===== src/rtl/id_exe_alu_unit_pkg.sv =====
// Shared constants for the ID/EXE slice: opcodes, functs, ALU codes and the
// bit layout of the ID/EXE pipeline register.
package id_exe_alu_unit_pkg;

  localparam logic [5:0] OP_RTYPE = 6'b000000;
  localparam logic [5:0] OP_LW    = 6'b100011;
  localparam logic [5:0] OP_SW    = 6'b101011;

  localparam logic [5:0] FUNCT_ADD = 6'b100000;
  localparam logic [5:0] FUNCT_SUB = 6'b100010;
  localparam logic [5:0] FUNCT_AND = 6'b100100;
  localparam logic [5:0] FUNCT_OR  = 6'b100101;
  localparam logic [5:0] FUNCT_SLT = 6'b101010;
  localparam logic [5:0] FUNCT_NOR = 6'b100111;

  localparam logic [3:0] ALUC_AND = 4'b0000;
  localparam logic [3:0] ALUC_OR  = 4'b0001;
  localparam logic [3:0] ALUC_ADD = 4'b0010;
  localparam logic [3:0] ALUC_SUB = 4'b0110;
  localparam logic [3:0] ALUC_SLT = 4'b0111;
  localparam logic [3:0] ALUC_NOR = 4'b1100;

  // id_exe = {wreg, m2reg, wmem, aluc, aluimm, rn, qa, qb, imm_ext}
  localparam int IE_WIDTH    = 109;
  localparam int IE_IMM_LSB  = 0;
  localparam int IE_QB_LSB   = 32;
  localparam int IE_QA_LSB   = 64;
  localparam int IE_RN_LSB   = 96;
  localparam int IE_ALUIMM   = 101;
  localparam int IE_ALUC_LSB = 102;
  localparam int IE_WMEM     = 106;
  localparam int IE_M2REG    = 107;
  localparam int IE_WREG     = 108;

  typedef struct packed {
    logic       wreg;
    logic       m2reg;
    logic       wmem;
    logic [3:0] aluc;
    logic       aluimm;
    logic       regrt;
  } ctrl_t;

endpackage


===== src/rtl/id_exe_alu_unit_alu_core.sv =====
// Purely combinational 32-bit ALU used in the EXE stage.
module alu_core
  import id_exe_alu_unit_pkg::*;
(
  input  logic [31:0] a,
  input  logic [31:0] b,
  input  logic [3:0]  aluc,
  output logic [31:0] result,
  output logic        zero
);

  always_comb begin
    result = '0;
    case (aluc)
      ALUC_AND: result = a & b;
      ALUC_OR:  result = a | b;
      ALUC_ADD: result = a + b;
      ALUC_SUB: result = a - b;
      ALUC_SLT: result = {31'd0, ($signed(a) < $signed(b))};
      ALUC_NOR: result = ~(a | b);
      default:  result = '0;
    endcase
  end

  assign zero = (result == 32'd0);

endmodule


===== src/rtl/id_exe_alu_unit.sv =====
// Decode stage, ID/EXE pipeline register and EXE-stage ALU of the
// five-stage pipeline.
module id_exe_alu_unit
  import id_exe_alu_unit_pkg::*;
(
  input  logic                clk,
  input  logic                rst_n,
  input  logic [31:0]         instr,
  input  logic [31:0]         qa,
  input  logic [31:0]         qb,
  output logic [IE_WIDTH-1:0] id_exe,
  output logic                ewreg,
  output logic                em2reg,
  output logic                ewmem,
  output logic [4:0]          ern,
  output logic [31:0]         eqb,
  output logic [31:0]         alu_out,
  output logic                zero
);

  logic [5:0]          op;
  logic [5:0]          funct;
  logic [4:0]          rt;
  logic [4:0]          rd;
  logic [31:0]         imm_ext;
  logic [4:0]          rn;
  ctrl_t               ctrl;
  logic [IE_WIDTH-1:0] id_exe_d;

  assign op      = instr[31:26];
  assign funct   = instr[5:0];
  assign rt      = instr[20:16];
  assign rd      = instr[15:11];
  assign imm_ext = {{16{instr[15]}}, instr[15:0]};

  // Unrecognised opcodes and functs fall through as NOPs with all controls low.
  always_comb begin
    ctrl = '0;
    case (op)
      OP_RTYPE: begin
        case (funct)
          FUNCT_ADD: begin ctrl.wreg = 1'b1; ctrl.aluc = ALUC_ADD; end
          FUNCT_SUB: begin ctrl.wreg = 1'b1; ctrl.aluc = ALUC_SUB; end
          FUNCT_AND: begin ctrl.wreg = 1'b1; ctrl.aluc = ALUC_AND; end
          FUNCT_OR:  begin ctrl.wreg = 1'b1; ctrl.aluc = ALUC_OR;  end
          FUNCT_SLT: begin ctrl.wreg = 1'b1; ctrl.aluc = ALUC_SLT; end
          FUNCT_NOR: begin ctrl.wreg = 1'b1; ctrl.aluc = ALUC_NOR; end
          default:   ctrl = '0;
        endcase
      end
      OP_LW: begin
        ctrl.wreg   = 1'b1;
        ctrl.m2reg  = 1'b1;
        ctrl.aluc   = ALUC_ADD;
        ctrl.aluimm = 1'b1;
        ctrl.regrt  = 1'b1;
      end
      OP_SW: begin
        ctrl.wmem   = 1'b1;
        ctrl.aluc   = ALUC_ADD;
        ctrl.aluimm = 1'b1;
        ctrl.regrt  = 1'b1;
      end
      default: ctrl = '0;
    endcase
  end

  assign rn       = ctrl.regrt ? rt : rd;
  assign id_exe_d = {ctrl.wreg, ctrl.m2reg, ctrl.wmem, ctrl.aluc, ctrl.aluimm,
                     rn, qa, qb, imm_ext};

  always_ff @(posedge clk or negedge rst_n) begin
    if (!rst_n) id_exe <= '0;
    else        id_exe <= id_exe_d;
  end

  logic [31:0] eqa;
  logic [31:0] eimm;
  logic [3:0]  ealuc;
  logic        ealuimm;
  logic [31:0] alu_b;

  assign ewreg   = id_exe[IE_WREG];
  assign em2reg  = id_exe[IE_M2REG];
  assign ewmem   = id_exe[IE_WMEM];
  assign ealuc   = id_exe[IE_ALUC_LSB +: 4];
  assign ealuimm = id_exe[IE_ALUIMM];
  assign ern     = id_exe[IE_RN_LSB +: 5];
  assign eqa     = id_exe[IE_QA_LSB +: 32];
  assign eqb     = id_exe[IE_QB_LSB +: 32];
  assign eimm    = id_exe[IE_IMM_LSB +: 32];
  assign alu_b   = ealuimm ? eimm : eqb;

  alu_core u_alu (
    .a      (eqa),
    .b      (alu_b),
    .aluc   (ealuc),
    .result (alu_out),
    .zero   (zero)
  );

endmodule


===== config.mk =====
export PLATFORM = sky130hd
export DESIGN_NAME = id_exe_alu_unit
export DESIGN_NICKNAME = d
export VERILOG_FILES = /design/src/rtl/id_exe_alu_unit_pkg.sv /design/src/rtl/id_exe_alu_unit_alu_core.sv /design/src/rtl/id_exe_alu_unit.sv
export SDC_FILE = /design/constraint.sdc
export NUM_CORES = 1
export LEC_CHECK = 0
export CAP_MARGIN = 30
export CORE_ASPECT_RATIO = 0.75
export CORE_MARGIN = 2
export CORE_UTILIZATION = 30
export CTS_BUF_LIST = sky130_fd_sc_hd__clkbuf_16
export DETAILED_ROUTE_END_ITERATION = 8
export SETUP_SLACK_MARGIN = 0.3
export SLEW_MARGIN = 15
export SYNTH_ARGS = -nofsm -noshare
export SYNTH_HDL_FRONTEND = slang
export SYNTH_SLANG_ARGS = --single-unit

===== constraint.sdc =====
create_clock -name clk -period 7.2 [get_ports clk]
set_input_delay 1.44 -clock clk [delete_from_list [all_inputs] [get_ports clk]]
set_output_delay 1.44 -clock clk [all_outputs]
set_load 0.05 [all_outputs]

### Wire density map

Scale: 2 px per um. The die is cut into 21 by 16 equal tiles; dark blue is low, red is high, scaled to the fullest tile. Values are wire area over tile area, all layers added.
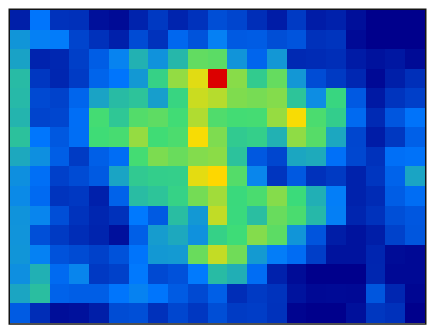
densest ninth of the die	center
nearly empty tiles	6.0%
mean over tiles	0.19
tiles over half the peak	16%
fullest tile	0.72
emptiest ninth of the die	lower right
DR WL/cell: 21.0 um
Total Wirelength: 36.7 mm

### Nets reached from selected ports

Scale: 2 px per um.
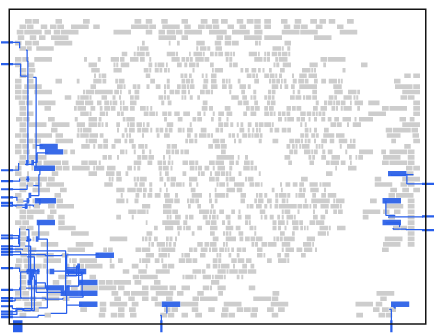
color	port	bits	direction	edge	end cells	buffers	wire
blue	instr	32	input	22 left, 7 bottom, 3 right	39	27	886 um
# IOs: 280
PortBufs: 274

### Metal layers overlaid

Scale: 2 px per um. Two of the layers only.
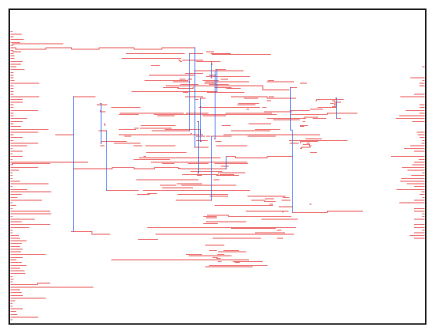
color	layer	wire length
blue	met4	416 um
red	met3	3,690 um
global-route usage over all layers: 22.2%
via count: 9,769

### Cell placement

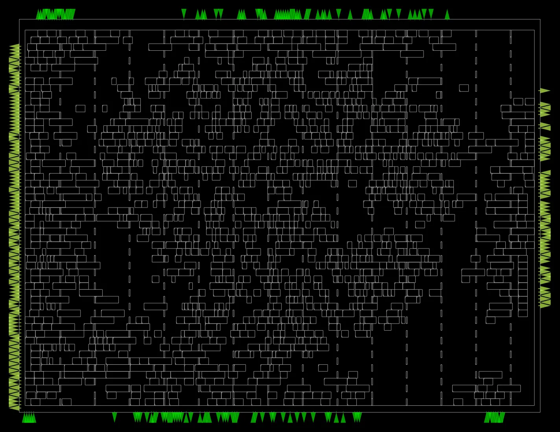
Util after Layout: 41.1%
flop share of the area: 18.7%
Non-Filler Instances: 1,745
Rows: 55
# Taps: 399

==> deck_impl_summary.md <==
Synthesis and Place & Route Summary

Run status
  • Status: complete, no violations

Pwr
  • Power Density: 162 nW/um^2
  • Switching Fraction: 44.5%
  • Total Power: 0.00202 W
  • Top Consumer: combinational logic
  • P_seq: approximately 0.00057 W
  • P_sw: 0.000898 W
  • P_leak: between 5 and 6 nW
  • Maximum vdd drop: between 0.1 and 0.15 mV
  • Comb group: between 0.0009 and 0.001 W
  • Clk pwr share: 25.5%
  • P_int: ~0.0011 W

Cells and area
  • Design area: 12,500 sq um
  • Number of flip-flops in the largest register: 93
  • Top flop regs: id_exe (93)
  • Flop area: ~2300 sq um
  • Final net count: approximately 1,500
  • Logic area: 5990 sq um
  • Share of cells above drive strength 1: 6.39%
  • Area growth syn-to-layout: 33.7%

Clock network
  • CTS tree: built
  • Worst-path clk slew: 0.08 ns
  • CTS buffer count: 9
  • CTS root buf: clkbuf_16
  • Resized cells post-CTS: 0
  • CTS Buffer Depth: 2
  • CTS Sinks: approximately 93
  • CTS HTree Levels: 3

Placed design
  • Placed instance area: 12,100 sq um
  • Post-Place Cells: 1,728
  • Pre-CTS WS: 0.821 ns

Route
  • DRC: 0
  • Max layer used: met4
  • DRT Pass-1 Iters: 6
  • DR iter-0 viols: 989
  • Metal3 WL: 3.69 mm
  • WL met1: roughly 17 mm
  • DRT antenna net count: 0
  • Vias/cell: 5.60

GRT
  • Congestion Overflow GR: 0
  • First-pass GRT wire length: 55.8 mm
  • Vias in the first global route: 9,432
  • Initial antenna violation count: 1

Timing
  • Worst setup margin: 0.548 ns
  • RSZ-0062 raised after global routing: false
  • Fin. Hold Viols: 0
  • Max-Slew Margin vs Limit: 43.7%
  • Worst Max-Slew Pin Slew: approximately 0.84 ns
  • Final Setup Violations: 0
  • Period minus WS final: 6.65 ns
  • WHS: around 1.0 ns
  • Final worst-path cycle share: just over 90%

Critical path
  • Crit path max fanout: 17
  • Max stage delay on crit path: 0.60 ns
  • Worst Path Buf+Inv: 2
  • CP top delay family: simple AND/OR/NAND/NOR gates
  • Kind of end point of the critical path: output port
  • Critical path launch point type: flip-flop
  • Critical path's most frequent cell: buf_12
  • WS Path Type: flip-flop to output port
  • Req. time, crit path: ~5.8 ns

Synth
  • Synthesized net count: between 1,000 and 1,500
  • Synth Seq Share: 25.0%
  • Post-synth ARST share: 100%
  • Xor/xnor share: 0.658%
  • Comb area leader: AND-OR/OR-AND gates
  • Dominant cell area share: 25.0%
  • Yosys Warn Count: 0
  • Yosys chip area: 9320 sq um
  • Area fraction in and, or, nand and nor cells: 17.5%
  • Syn_area_per_cell: 8.08 sq um
  • Mux frac, synth: 2.70%
  • Syn Inst Count: 1,153
  • Netlist Area Pre-Place: 9320 sq um
  • Post-synth EDFFs: 0
  • Cell Type Count: 88
  • Commonest flop: dfrtp_1
  • Top cells by area: dfrtp_1 25%, ha_1 14%, a21oi_1 5.1%, buf_4 4.5%, inv_1 4.1%

Die
  • Die X: 207 um
  • Die area: 32,500 sq um
  • Core area: 30,300 sq um

Flow run
  • Max-Cap Viols: 0
  • OpenROAD warning count: 100
## placed cells by master, fill, tap and decap left out, types with 10 or more instances in the layout
| cell type | n |
|---|---|
| o21ai_0 | 39 |
| a31oi_1 | 12 |
| inv_1 | 102 |
| or3_1 | 10 |
| o211ai_1 | 15 |
| dfrtp_1 | 93 |
| o31ai_1 | 13 |
| a211oi_1 | 16 |
| and2_1 | 15 |
| nand3_1 | 28 |
| nor2_1 | 79 |
| nor3_1 | 22 |
| mux2i_1 | 23 |
| nand4_1 | 13 |
| clkdlybuf4s50_1 | 265 |
| a22oi_1 | 29 |
| a21o_1 | 14 |
| ha_1 | 103 |
| buf_4 | 27 |
| nor2b_1 | 13 |
| o21bai_1 | 14 |
| o22a_1 | 10 |
| o22ai_1 | 24 |
| a21oi_1 | 94 |
| nand2_1 | 72 |
## cell type report
| type | instances | share of cell area, % |
|---|---|---|
| multi-input combinational | 835 | 48.1 |
| timing repair buffer | 296 | 23.6 |
| sequential | 93 | 18.7 |
| tap | 399 | 4.01 |
| inverter | 105 | 3.16 |
| clock buffer | 9 | 1.81 |
| clock inverter | 7 | 0.643 |
| antenna | 1 | 0.0201 |
## per-layer routing
layer | up-vias | track usage [%]
li1 | 4526 | -
met1 | 4664 | 32.3
met2 | 546 | 32.9
met3 | 33 | 5.78
met4 | 0 | 4.56
met5 | - | 0
## worst max-delay path by stage
stage	start	to	slack, ns	cells past startpoint
after detailed placement	id_exe[101]$_DFF_PN0_	zero	0.82	15
final	id_exe[101]$_DFF_PN0_	zero	0.55	14
after global placement	id_exe[101]$_DFF_PN0_	zero	0.83	14
after CTS	id_exe[101]$_DFF_PN0_	zero	0.37	15
after global routing	id_exe[101]$_DFF_PN0_	zero	0.32	16
after floorplan	id_exe[101]$_DFF_PN0_	zero	0.37	17
Power is estimated from default activity; no workload was simulated.
